**config.mk**
```make
export PLATFORM = sky130hd
export DESIGN_NAME = exu_trap_ctrl
export DESIGN_NICKNAME = d
export VERILOG_FILES = /design/src/rtl/exu_trap_ctrl_pkg.sv /design/src/rtl/exu_irq_prio.sv /design/src/rtl/exu_trap_ctrl.sv
export SDC_FILE = /design/constraint.sdc
export NUM_CORES = 1
export LEC_CHECK = 0
export CAP_MARGIN = 5
export CORE_UTILIZATION = 36
export CTS_CLUSTER_DIAMETER = 100
export CTS_CLUSTER_SIZE = 40
export DETAILED_ROUTE_END_ITERATION = 16
export PLACE_DENSITY = 0.83
export SLEW_MARGIN = 20
export SYNTH_ARGS = -nofsm -noshare
export SYNTH_HDL_FRONTEND = slang
export SYNTH_SLANG_ARGS = --single-unit
```
**constraint.sdc**
```tcl
create_clock -name clk -period 2.8 [get_ports clk]
set_input_delay 0.28 -clock clk [delete_from_list [all_inputs] [get_ports clk]]
set_output_delay 0.28 -clock clk [all_outputs]
set_load 0.05 [all_outputs]
```
**src/rtl/exu_trap_ctrl_pkg.sv**
```systemverilog
`default_nettype none
// exu_trap_ctrl_pkg -- cause codes, FSM encoding and interrupt slot mapping (rev 1.0)
package exu_trap_ctrl_pkg;

  localparam int CAUSE_W = 5;

  localparam logic [CAUSE_W-1:0] CAUSE_ILG     = 5'd2;
  localparam logic [CAUSE_W-1:0] CAUSE_EBRK    = 5'd3;
  localparam logic [CAUSE_W-1:0] CAUSE_ECALL_M = 5'd11;
  localparam logic [CAUSE_W-1:0] IRQ_MSI       = 5'd3;
  localparam logic [CAUSE_W-1:0] IRQ_MTI       = 5'd7;
  localparam logic [CAUSE_W-1:0] IRQ_MEI       = 5'd11;
  localparam logic [CAUSE_W-1:0] IRQ_LCL_BASE  = 5'd16;

  // Number of fixed-priority slots ahead of the local lines (MEI, MSI, MTI).
  localparam int N_STD_IRQ = 3;

  typedef enum logic [1:0] {
    ST_IDLE   = 2'd0,
    ST_FLUSH  = 2'd1,
    ST_COMMIT = 2'd2
  } state_e;

  typedef enum logic {
    KIND_TRAP = 1'b0,
    KIND_MRET = 1'b1
  } kind_e;

  // Slot order is priority order: 0=MEI, 1=MSI, 2=MTI, 3+k=lcl[k].
  function automatic logic [CAUSE_W-1:0] irq_slot_cause(input logic [CAUSE_W-1:0] slot);
    logic [CAUSE_W-1:0] c;
    case (slot)
      5'd0:    c = IRQ_MEI;
      5'd1:    c = IRQ_MSI;
      5'd2:    c = IRQ_MTI;
      default: c = IRQ_LCL_BASE + slot - 5'd3;
    endcase
    return c;
  endfunction

endpackage
`default_nettype wire

```
**src/rtl/exu_irq_prio.sv**
```systemverilog
`default_nettype none
// exu_irq_prio -- fixed-priority encoder, lowest set index wins (rev 1.0)
module exu_irq_prio #(
  parameter int N  = 7,
  parameter int IW = 5
) (
  input  logic [N-1:0]  pend_i,
  output logic [IW-1:0] idx_o,
  output logic          vld_o
);

  always_comb begin
    idx_o = '0;
    vld_o = 1'b0;
    for (int i = N - 1; i >= 0; i--) begin
      if (pend_i[i]) begin
        idx_o = IW'(i);
        vld_o = 1'b1;
      end
    end
  end

endmodule
`default_nettype wire

```
**src/rtl/exu_trap_ctrl.sv**
```systemverilog
`default_nettype none
// exu_trap_ctrl -- machine-mode trap/mret controller for the execute stage (rev 1.0)
module exu_trap_ctrl
  import exu_trap_ctrl_pkg::*;
#(
  parameter int XLEN  = 32,
  parameter int N_LCL = 4
) (
  input  logic             clk,
  input  logic             rst_n,
  input  logic             hs_ex_vld,
  output logic             hs_ex_rdy,
  input  logic [XLEN-1:0]  i_ex_pc,
  input  logic [31:0]      i_ex_inst,
  input  logic [1:0]       i_ecabr,
  input  logic             i_ilg,
  input  logic             i_mret,
  input  logic             i_irq_mei,
  input  logic             i_irq_msi,
  input  logic             i_irq_mti,
  input  logic [N_LCL-1:0] i_irq_lcl,
  input  logic             i_mstatus_mie,
  input  logic [XLEN-1:0]  i_mie,
  input  logic             i_flush_ack,
  output logic             o_flush_req,
  output logic             o_trap_vld,
  output logic             o_mret_vld,
  output logic [XLEN-1:0]  o_mcause,
  output logic [XLEN-1:0]  o_mepc,
  output logic [XLEN-1:0]  o_mtval,
  output logic [XLEN-1:0]  o_mip
);

  localparam int NSLOT = N_STD_IRQ + N_LCL;

  state_e            state_q, state_d;
  kind_e             kind_q, kind_d;
  logic [XLEN-1:0]   mip_q, mip_d;
  logic [XLEN-1:0]   mcause_q, mcause_d;
  logic [XLEN-1:0]   mepc_q, mepc_d;
  logic [XLEN-1:0]   mtval_q, mtval_d;

  logic [XLEN-1:0]    w_masked;
  logic [NSLOT-1:0]   w_slots;
  logic [CAUSE_W-1:0] w_slot_idx;
  logic               w_slot_vld;
  logic [CAUSE_W-1:0] w_irq_cause;
  logic [CAUSE_W-1:0] w_exc_cause;
  logic               w_irq_take;
  logic               w_is_ilg;
  logic               w_trap_cond;
  logic               w_idle;
  logic               w_mret_acc;

  always_comb begin
    mip_d                          = '0;
    mip_d[IRQ_MEI]                 = i_irq_mei;
    mip_d[IRQ_MSI]                 = i_irq_msi;
    mip_d[IRQ_MTI]                 = i_irq_mti;
    mip_d[IRQ_LCL_BASE +: N_LCL]   = i_irq_lcl;
  end

  assign w_masked = mip_q & i_mie;
  assign w_slots  = {w_masked[IRQ_LCL_BASE +: N_LCL], w_masked[IRQ_MTI],
                     w_masked[IRQ_MSI], w_masked[IRQ_MEI]};

  exu_irq_prio #(
    .N  (NSLOT),
    .IW (CAUSE_W)
  ) u_prio (
    .pend_i (w_slots),
    .idx_o  (w_slot_idx),
    .vld_o  (w_slot_vld)
  );

  assign w_irq_cause = w_slot_vld ? irq_slot_cause(w_slot_idx) : '0;
  assign w_irq_take  = i_mstatus_mie & (|w_masked);

  // ecall and ebreak together is an encoding error, reported as illegal.
  assign w_is_ilg    = i_ilg | (i_ecabr == 2'b11);
  assign w_exc_cause = w_is_ilg   ? CAUSE_ILG :
                       i_ecabr[1] ? CAUSE_ECALL_M : CAUSE_EBRK;

  assign w_idle      = (state_q == ST_IDLE);
  assign w_trap_cond = hs_ex_vld & (w_irq_take | i_ilg | (|i_ecabr));
  assign hs_ex_rdy   = rst_n & w_idle & ~w_trap_cond;
  assign w_mret_acc  = w_idle & hs_ex_vld & i_mret & ~w_trap_cond;

  always_comb begin
    state_d  = state_q;
    kind_d   = kind_q;
    mcause_d = mcause_q;
    mepc_d   = mepc_q;
    mtval_d  = mtval_q;
    case (state_q)
      ST_IDLE: begin
        if (w_trap_cond) begin
          kind_d  = KIND_TRAP;
          state_d = ST_FLUSH;
          mepc_d  = i_ex_pc;
          if (w_irq_take) begin
            mcause_d = {1'b1, (XLEN-1)'(w_irq_cause)};
            mtval_d  = '0;
          end else begin
            mcause_d = {1'b0, (XLEN-1)'(w_exc_cause)};
            mtval_d  = w_is_ilg ? XLEN'(i_ex_inst) : '0;
          end
        end else if (w_mret_acc) begin
          kind_d  = KIND_MRET;
          state_d = ST_FLUSH;
        end
      end
      ST_FLUSH: begin
        if (i_flush_ack) state_d = ST_COMMIT;
      end
      ST_COMMIT: state_d = ST_IDLE;
      default:   state_d = ST_IDLE;
    endcase
  end

  always_ff @(posedge clk or negedge rst_n) begin
    if (!rst_n) begin
      state_q  <= ST_IDLE;
      kind_q   <= KIND_TRAP;
      mip_q    <= '0;
      mcause_q <= '0;
      mepc_q   <= '0;
      mtval_q  <= '0;
    end else begin
      state_q  <= state_d;
      kind_q   <= kind_d;
      mip_q    <= mip_d;
      mcause_q <= mcause_d;
      mepc_q   <= mepc_d;
      mtval_q  <= mtval_d;
    end
  end

  assign o_flush_req = (state_q == ST_FLUSH);
  assign o_trap_vld  = (state_q == ST_COMMIT) & (kind_q == KIND_TRAP);
  assign o_mret_vld  = (state_q == ST_COMMIT) & (kind_q == KIND_MRET);
  assign o_mcause    = mcause_q;
  assign o_mepc      = mepc_q;
  assign o_mtval     = mtval_q;
  assign o_mip       = mip_q;

endmodule
`default_nettype wire

```
==> summary.txt, run 1 <==
impl run done, here's what came out: outcome=finished, final reports clean, dpl cells=700, final instance area=0.00555 mm^2, CTS H-tree depth=3, GRT Util Overall=17.8%, Clock Pin Slew Worst Setup and Hold Paths=80 ps, Latency at later pin=350 ps, top-count cell post-synth=nand2_1, fin crit period=2610 ps, Crit. End Element=output port, RSZ-0062 raised after global routing=no, Slew headroom=54.9%, ys cells=412, Seq share, synth=54.4%, final net count=697, Starting DRT DRC Count=101, crit path DAT=2330 ps, hold worst-path end=o_mip[19]$_DFF_PN0_, hold violation count in the final report=0, flops & latches, synth=80, Mapped Area=0.00368 mm^2, Congestion Overflow GR=0, pwr/cell area=990 mW/mm^2, cell type with the largest total area=dfrtp_1, PortBufs=167, OpenROAD warnings=54, Sink Count=80, WP data required=2520 ps, VDD IR max=464 uV, Final ANT Viol Nets=0, antenna violations before repair=0, Die Area=0.0106 mm^2, Std-Cell Rows=36, hold path start=i_irq_lcl[3], number of placed I/O pins=244, max cap viols=0, DRC viols=0
==> run 1: worst max-delay path: stages (launching register included) <==
cell	delay, ps
dfrtp_1	420
a222oi_1	480
a31oi_2	250
or4_1	480
a21oi_2	200
buf_12	150
==> run 1: how the worst max path moves through the flow <==
stage                                    from                      end  cells past startpoint  slack (ps)
final                     o_mip[17]$_DFF_PN0_                hs_ex_rdy                      5         190
after global routing      o_mip[17]$_DFF_PN0_                hs_ex_rdy                      5         100
after CTS                 o_mip[17]$_DFF_PN0_                hs_ex_rdy                      5         100
after detailed placement            i_mie[17]  o_mcause[1]$_DFFE_PN0P_                      8          80
after global placement              i_mie[17]  o_mcause[4]$_DFFE_PN0P_                      8         230
after floorplan           o_mip[17]$_DFF_PN0_                hs_ex_rdy                      4         220
==> run 1: layout make-up <==
| class | count | area, um^2 | area share, % |
|---|---|---|---|
| clock buffer | 13 | 159 | 2.86 |
| multi-input combinational | 306 | 1390 | 25.1 |
| timing repair buffer | 176 | 1760 | 31.8 |
| clock inverter | 3 | 40.0 | 0.722 |
| sequential | 80 | 2000 | 36.1 |
| tap | 133 | 166 | 3.00 |
| inverter | 7 | 26.3 | 0.474 |
==> run 1: routing by layer <==
metal,wire length (um),global-route usage [%]
met1,3750,19.9
met2,4800,30.6
met3,686,7.12
met4,145,6.07
met5,0,0
==> run 1: placed cells by master (no fill, tap or decap), drive strengths merged, types with 2 or more instances in the layout <==
cell type and count:
a21oi 5, a22o 2, a22oi 2, a32o 2
and2 2, buf 10, clkbuf 13, clkdlybuf4s50 165
clkinv 2, conb 51, dfrtp 80, ha 5
inv 7, nand2 172, nand3 32, nor2 9
nor3b 2, o21ai 6, o221ai 2
==> run 1: registers in the layout (all words and copies together) (netlist names) <==
register,count
state_q,2
kind_q,1
o_mip,7
o_mtval,32
o_mepc,32
o_mcause,6
==> run 1: report_power, final <==
group          internal [W]  switching, W
Clock              0.000459      0.000413
Combinational      0.000895       0.00202
Sequential          0.00151      0.000192
==> run 1: through the flow <==
step / util, % / total power [W] / setup WS (ps) / hold WS [ps]
final: 56.5 / 0.00549 / 195 / 369
after global routing: 56.5 / 0.00576 / 99.3 / 348
after CTS: 56.4 / 0.00554 / 103 / 349
after detailed placement: 54.2 / 0.00465 / 75.7 / 227
after global placement: 54.2 / 0.00460 / 229 / 220
after floorplan: - / 0.00364 / 221 / -15.6
==> run 1: timing repair <==
item                                    CTS  global route
hold buffers                              1             0
endpoints found under the setup margin    0             1
buffers inserted                          0             1
endpoints found under the hold margin    28             0
resized                                   0             1
==> run 1: cell families (layout without fill, tap and decap cells) <==
logic type | count (synthesis) | count (layout) | synth area share [%]
AND/OR/NAND/NOR | 222 | 222 | 24.5
flip-flops | 80 | 80 | 54.4
buffers and inverters | 76 | 199 | 13.2
AND-OR/OR-AND | 27 | 27 | 5.85
adder cells (fa/ha/maj) | 5 | 5 | 1.70
other | 1 | 51 | 0.102
XOR/XNOR | 1 | 1 | 0.238
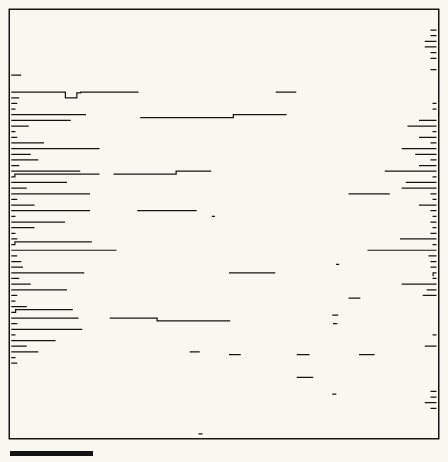
**Above:** run 1 (M3 wires).
Scale bar: 20 um.
The wires run mostly horizontal. The longest straight run is 25.1 um. 106 nets have wire on it.

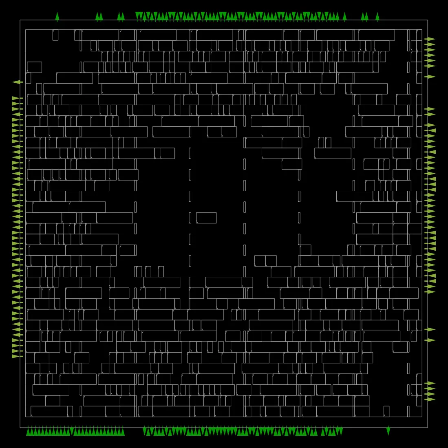
**Above:** run 1 (placed standard cells).
Final Core Density: 56.5%
Finished Layout Cells: 718
CORE AREA: 0.00982 mm^2

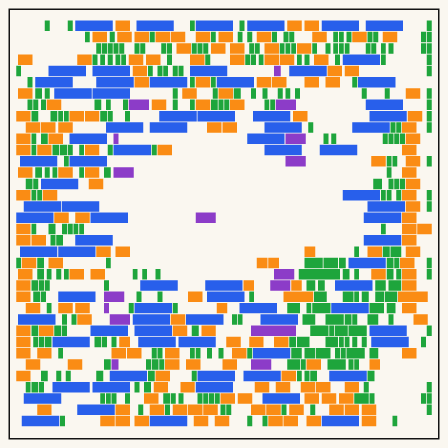
**Above:** run 1 (cell classes on the final placement).
Key: purple = clock drivers and dummy loads [cells 16, share of their area 3.7%]; green = all other logic [cells 313, share of their area 26%]; blue = flip-flops [cells 80, share of their area 37%]; orange = other buffers and delay cells [cells 176, share of their area 33%]

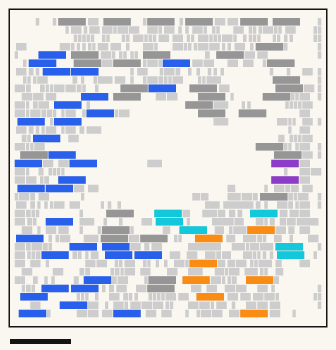
**Above:** run 1 (where the registers sit).
Scale bar: 20 um. Other sequential cells in the stronger grey, the rest of the logic in the fainter grey.
Key: blue = `o_mtval` [flops 32]; cyan = `o_mcause` [flops 6]; purple = `state_q` [flops 2]; orange = `o_mip` [flops 7]
Another 33 sequential cells are not coloured.

==> inputs of run 2 (changes only) <==
Settings changed: CORE_UTILIZATION 36 to 37, CTS_BUF_LIST from default to sky130_fd_sc_hd__clkbuf_8, PLACE_DENSITY 0.83 to 0.85.
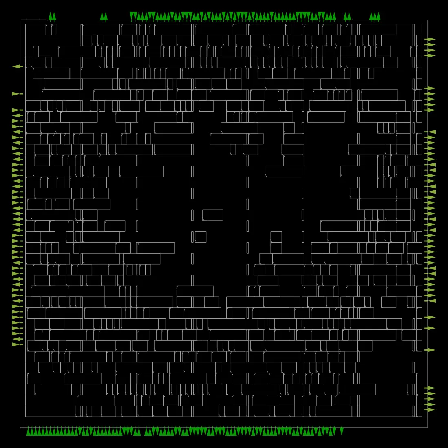
**Above:** run 2 (placed standard cells).
Finished Layout Cells: 717
Well Taps: 133

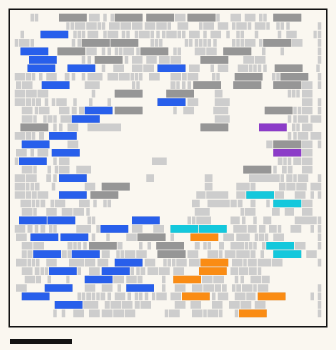
**Above:** run 2 (where the registers sit).
Scale bar: 20 um. Other sequential cells in the stronger grey, the rest of the logic in the fainter grey.
Key: cyan = `o_mcause` [flops 6]; orange = `o_mip` [flops 7]; blue = `o_mtval` [flops 32]; purple = `state_q` [flops 2]
Another 33 sequential cells are not coloured.
flop share of the area: 36.0%
Flop+latch power: 0.00171 W
Final Core Density: 57.5%
FF/Latch Area: 0.00200 mm^2

==> run 2 against run 1 <==
Final area grew 0.29%; register-to-register slack lost 80 ps; critical endpoint unchanged; clock power is 5.3% higher.
==> summary.txt, run 2 <==
impl run done, here's what came out: outcome=finished, final reports clean, critical path's largest stage delay=530 ps (+50 ps), Clock Pin Slew Worst Setup and Hold Paths=80 ps (about the same), Congestion Overflow GR=0 (unchanged), Final ANT Viol Nets=0 (unchanged), Slew headroom=50.1% (-4.8 points), Latency at later pin=350 ps (about the same), Seq share, synth=54.4% (unchanged), CORE AREA=0.00968 mm^2 (-1.4%), DRC viols=0 (unchanged), cell type with the largest total area=dfrtp_1, Critical Path Sink=hs_ex_rdy, hold violation count in the final report=0 (unchanged), antenna violations before repair=0 (unchanged), Post-CTS Setup Bufs=0 (unchanged), crit path DAT=2310 ps (-20 ps), Die Area=0.0103 mm^2 (-2.6%), GRT Util Overall=19.0% (+1.2 points), pwr/cell area=998 mW/mm^2 (+0.77%), most frequent logic cells in the routed design=nand2_1, clkdlybuf4s50_1, dfrtp_1, RSZ-0062 raised after global routing=no, Sink Count=80 (unchanged), Crit. End Element=output port, final net count=696 (-0.14%), CTS H-tree depth=3 (unchanged), flops & latches, synth=80 (unchanged)
==> run 2: logic make-up after synthesis <==
family                   after synthesis  share of synthesized area [%]
AND/OR/NAND/NOR                      222                           24.5
buffers and inverters                 76                           13.2
XOR/XNOR                               1                          0.238
flip-flops                            80                           54.4
adder cells (fa/ha/maj)                5                           1.70
other                                  1                          0.102
AND-OR/OR-AND                         27                           5.85
==> run 2: area by class of cell <==
type                            count  area share [%]
Timing Repair Buffer              175            31.8
Multi-Input combinational cell    306            24.9
Sequential cell                    80            36.0
Tap cell                          133            2.99
Clock buffer                       12            2.97
Clock inverter                      4           0.922
Inverter                            7           0.472
==> run 2: report_power, final <==
group,internal (W),switching (W)
Combinational,0.000901,0.00202
Clock,0.000486,0.000432
Sequential,0.00151,0.000197
Total,0.00290,0.00265
==> run 2: through the flow <==
stage               setup slack, ps  power, W  area [um^2]  cells  hold WS (ps)
floorplan                       221   0.00364         3870    462         -15.6
global placement                260   0.00460         5340    700           186
detailed placement              143   0.00468         5340    700           197
CTS                             225   0.00560         5560    717           344
global route                   66.1   0.00584         5560    717           361
finish                          206   0.00555         5560    717           361
==> run 2: critical path, delay by kind of cell (launching register included) <==
kind	cells	cell delay, ps
flops	1	420
simple gates	1	480
buf+inv	1	150
compound gates	3	910
==> run 2: worst min path at each step <==
stage | from | end | cells after the start
global route | i_irq_lcl[1] | o_mip[17]$_DFF_PN0_ | 1
floorplan | rst_n | kind_q$_DFFE_PN0P_ | 0
global placement | rst_n | o_mcause[1]$_DFFE_PN0P_ | 1
finish | i_irq_msi | o_mip[3]$_DFF_PN0_ | 1
detailed placement | rst_n | o_mcause[0]$_DFFE_PN0P_ | 1
CTS | i_irq_msi | o_mip[3]$_DFF_PN0_ | 1
==> run 2: layer usage <==
metal  up-vias  routed length [um]  share of wire [%]  GRT usage, %
li1       1546                   -                  -             -
met1      1506                3630                 38          21.9
met2       113                5100                 54          33.5
met3        10                 616                6.5          5.94
met4         0                 126                1.3          5.80
met5         -                   0                  0             0
==> inputs of run 3 (changes only) <==
Settings changed: CTS_CLUSTER_SIZE 40 to 10.
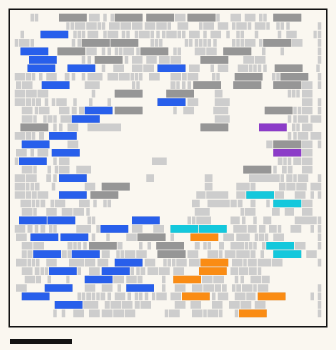
**Above:** run 3 (where the registers sit).
Scale bar: 20 um. Other sequential cells in the stronger grey, the rest of the logic in the fainter grey.
Key: blue = `o_mtval` [flops 32]; orange = `o_mip` [flops 7]; cyan = `o_mcause` [flops 6]; purple = `state_q` [flops 2]
Another 33 sequential cells are not coloured.

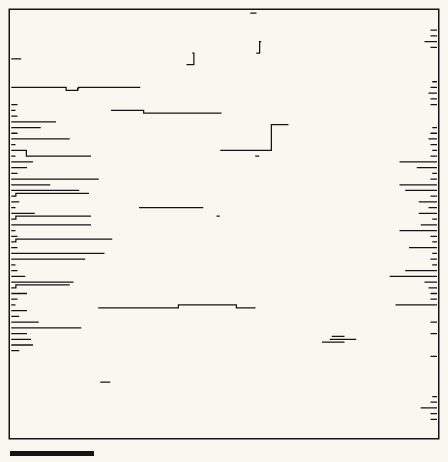
**Above:** run 3 (M3 wires).
Scale bar: 20 um.
The layer holds 6.5% of the routed length. The wires run mostly horizontal. 102 nets have wire on it.
Via Count: 3,175
met3 Usage GRT: 5.94%

==> run 3 against run 2 <==
Non-clock buffer count unchanged; combinational power about the same; register-to-register slack about the same; via count unchanged; setup slack unchanged; sequential power about the same; area after synthesis unchanged; cell count unchanged; maximum frequency unchanged; die size unchanged; largest cell class unchanged.
==> summary.txt, run 3 <==
impl run done, here's what came out: Latency at later pin=350 ps (about the same), crit path DAT=2310 ps (about the same), final net count=696 (unchanged), RSZ-0062 raised after global routing=no, pwr/cell area=998 mW/mm^2 (unchanged), Clock Pin Slew Worst Setup and Hold Paths=80 ps (about the same), critical path's largest stage delay=530 ps (about the same), flops & latches, synth=80 (unchanged), Post-CTS Setup Bufs=0 (unchanged), outcome=finished, final reports clean, Seq share, synth=54.4% (unchanged), mux cell area share after synthesis=0% (unchanged), Congestion Overflow GR=0 (unchanged), most frequent logic cells in the routed design=nand2_1, clkdlybuf4s50_1, dfrtp_1, met1 GRT Util=21.9% (unchanged), WP buf/inv=1 (unchanged), GR Util met2=33.5% (unchanged), Post-Synth AOI/OAI Area=5.85% (unchanged), largest family of logic cells by area=simple AND/OR/NAND/NOR gates, antenna violations before repair=0 (unchanged), Top delay family on crit path=AND-OR/OR-AND gates
==> run 3: cell counts after synthesis <==
No cell type changed its count.
==> run 3: area by class of cell <==
class | instances | area, um^2 | share of cell area (%)
clock buffer | 12 | 165 | 2.97
clock inverter | 4 | 51.3 | 0.922
inverter | 7 | 26.3 | 0.472
multi-input combinational | 306 | 1390 | 24.9
sequential | 80 | 2000 | 36.0
tap | 133 | 166 | 2.99
timing repair buffer | 175 | 1770 | 31.8
==> run 3: final timing paths <==
path / from / to / slack [ps] / cells after the start
setup / recovery: o_mip[17]$_DFF_PN0_ / hs_ex_rdy / 210 / 5
hold / removal: i_irq_msi / o_mip[3]$_DFF_PN0_ / 360 / 1
setup reg to reg: o_mip[3]$_DFF_PN0_ / o_mcause[0]$_DFFE_PN0P_ / 340 / 9
hold reg to reg: o_mepc[11]$_DFFE_PN0P_ / o_mepc[11]$_DFFE_PN0P_ / 470 / 2
max in group asynchronous: rst_n / o_mtval[0]$_DFFE_PN0P_ / 1380 / 3
min in group asynchronous: rst_n / o_mepc[5]$_DFFE_PN0P_ / 370 / 2
==> run 3: timing repair <==
item / 4_1_cts / 5_1_grt
hold buffers: 1 / 0
endpoints found under the hold margin: 20 / 0
setup endpoints to repair: 0 / 0
==> run 3: kinds of logic after synthesis <==
kind of cell | Yosys count
simple gates | 222
flops | 80
buf+inv | 76
compound gates | 27
fa+ha+maj | 5
xor+xnor | 1
other cells | 1
==> run 3: power breakdown <==
| group | internal, W | total [W] | switching, W | leakage [nW] |
|---|---|---|---|---|
| combinational | 0.000901 | 0.00292 | 0.00202 | 1.59 |
| sequential | 0.00151 | 0.00171 | 0.000197 | 1.01 |
| clock | 0.000486 | 0.000918 | 0.000432 | 0.109 |
| total | 0.00290 | 0.00555 | 0.00265 | 2.72 |
==> run 3: per-stage QoR <==
step	total power (W)	cells	utilization, %	cell area, um^2
after detailed placement	0.00468	700	55.1	5340
final	0.00555	717	57.5	5560
after floorplan	0.00364	462	-	3870
after CTS	0.00560	717	57.5	5560
after global routing	0.00584	717	57.5	5560
after global placement	0.00460	700	55.1	5340
==> run 3: metal layers <==
layer / up-vias / wire length [um]
met5: - / 0
met1: 1506 / 3630
li1: 1546 / -
met4: 0 / 126
met3: 10 / 616
met2: 113 / 5100
Power and IR drop assume default switching activity.
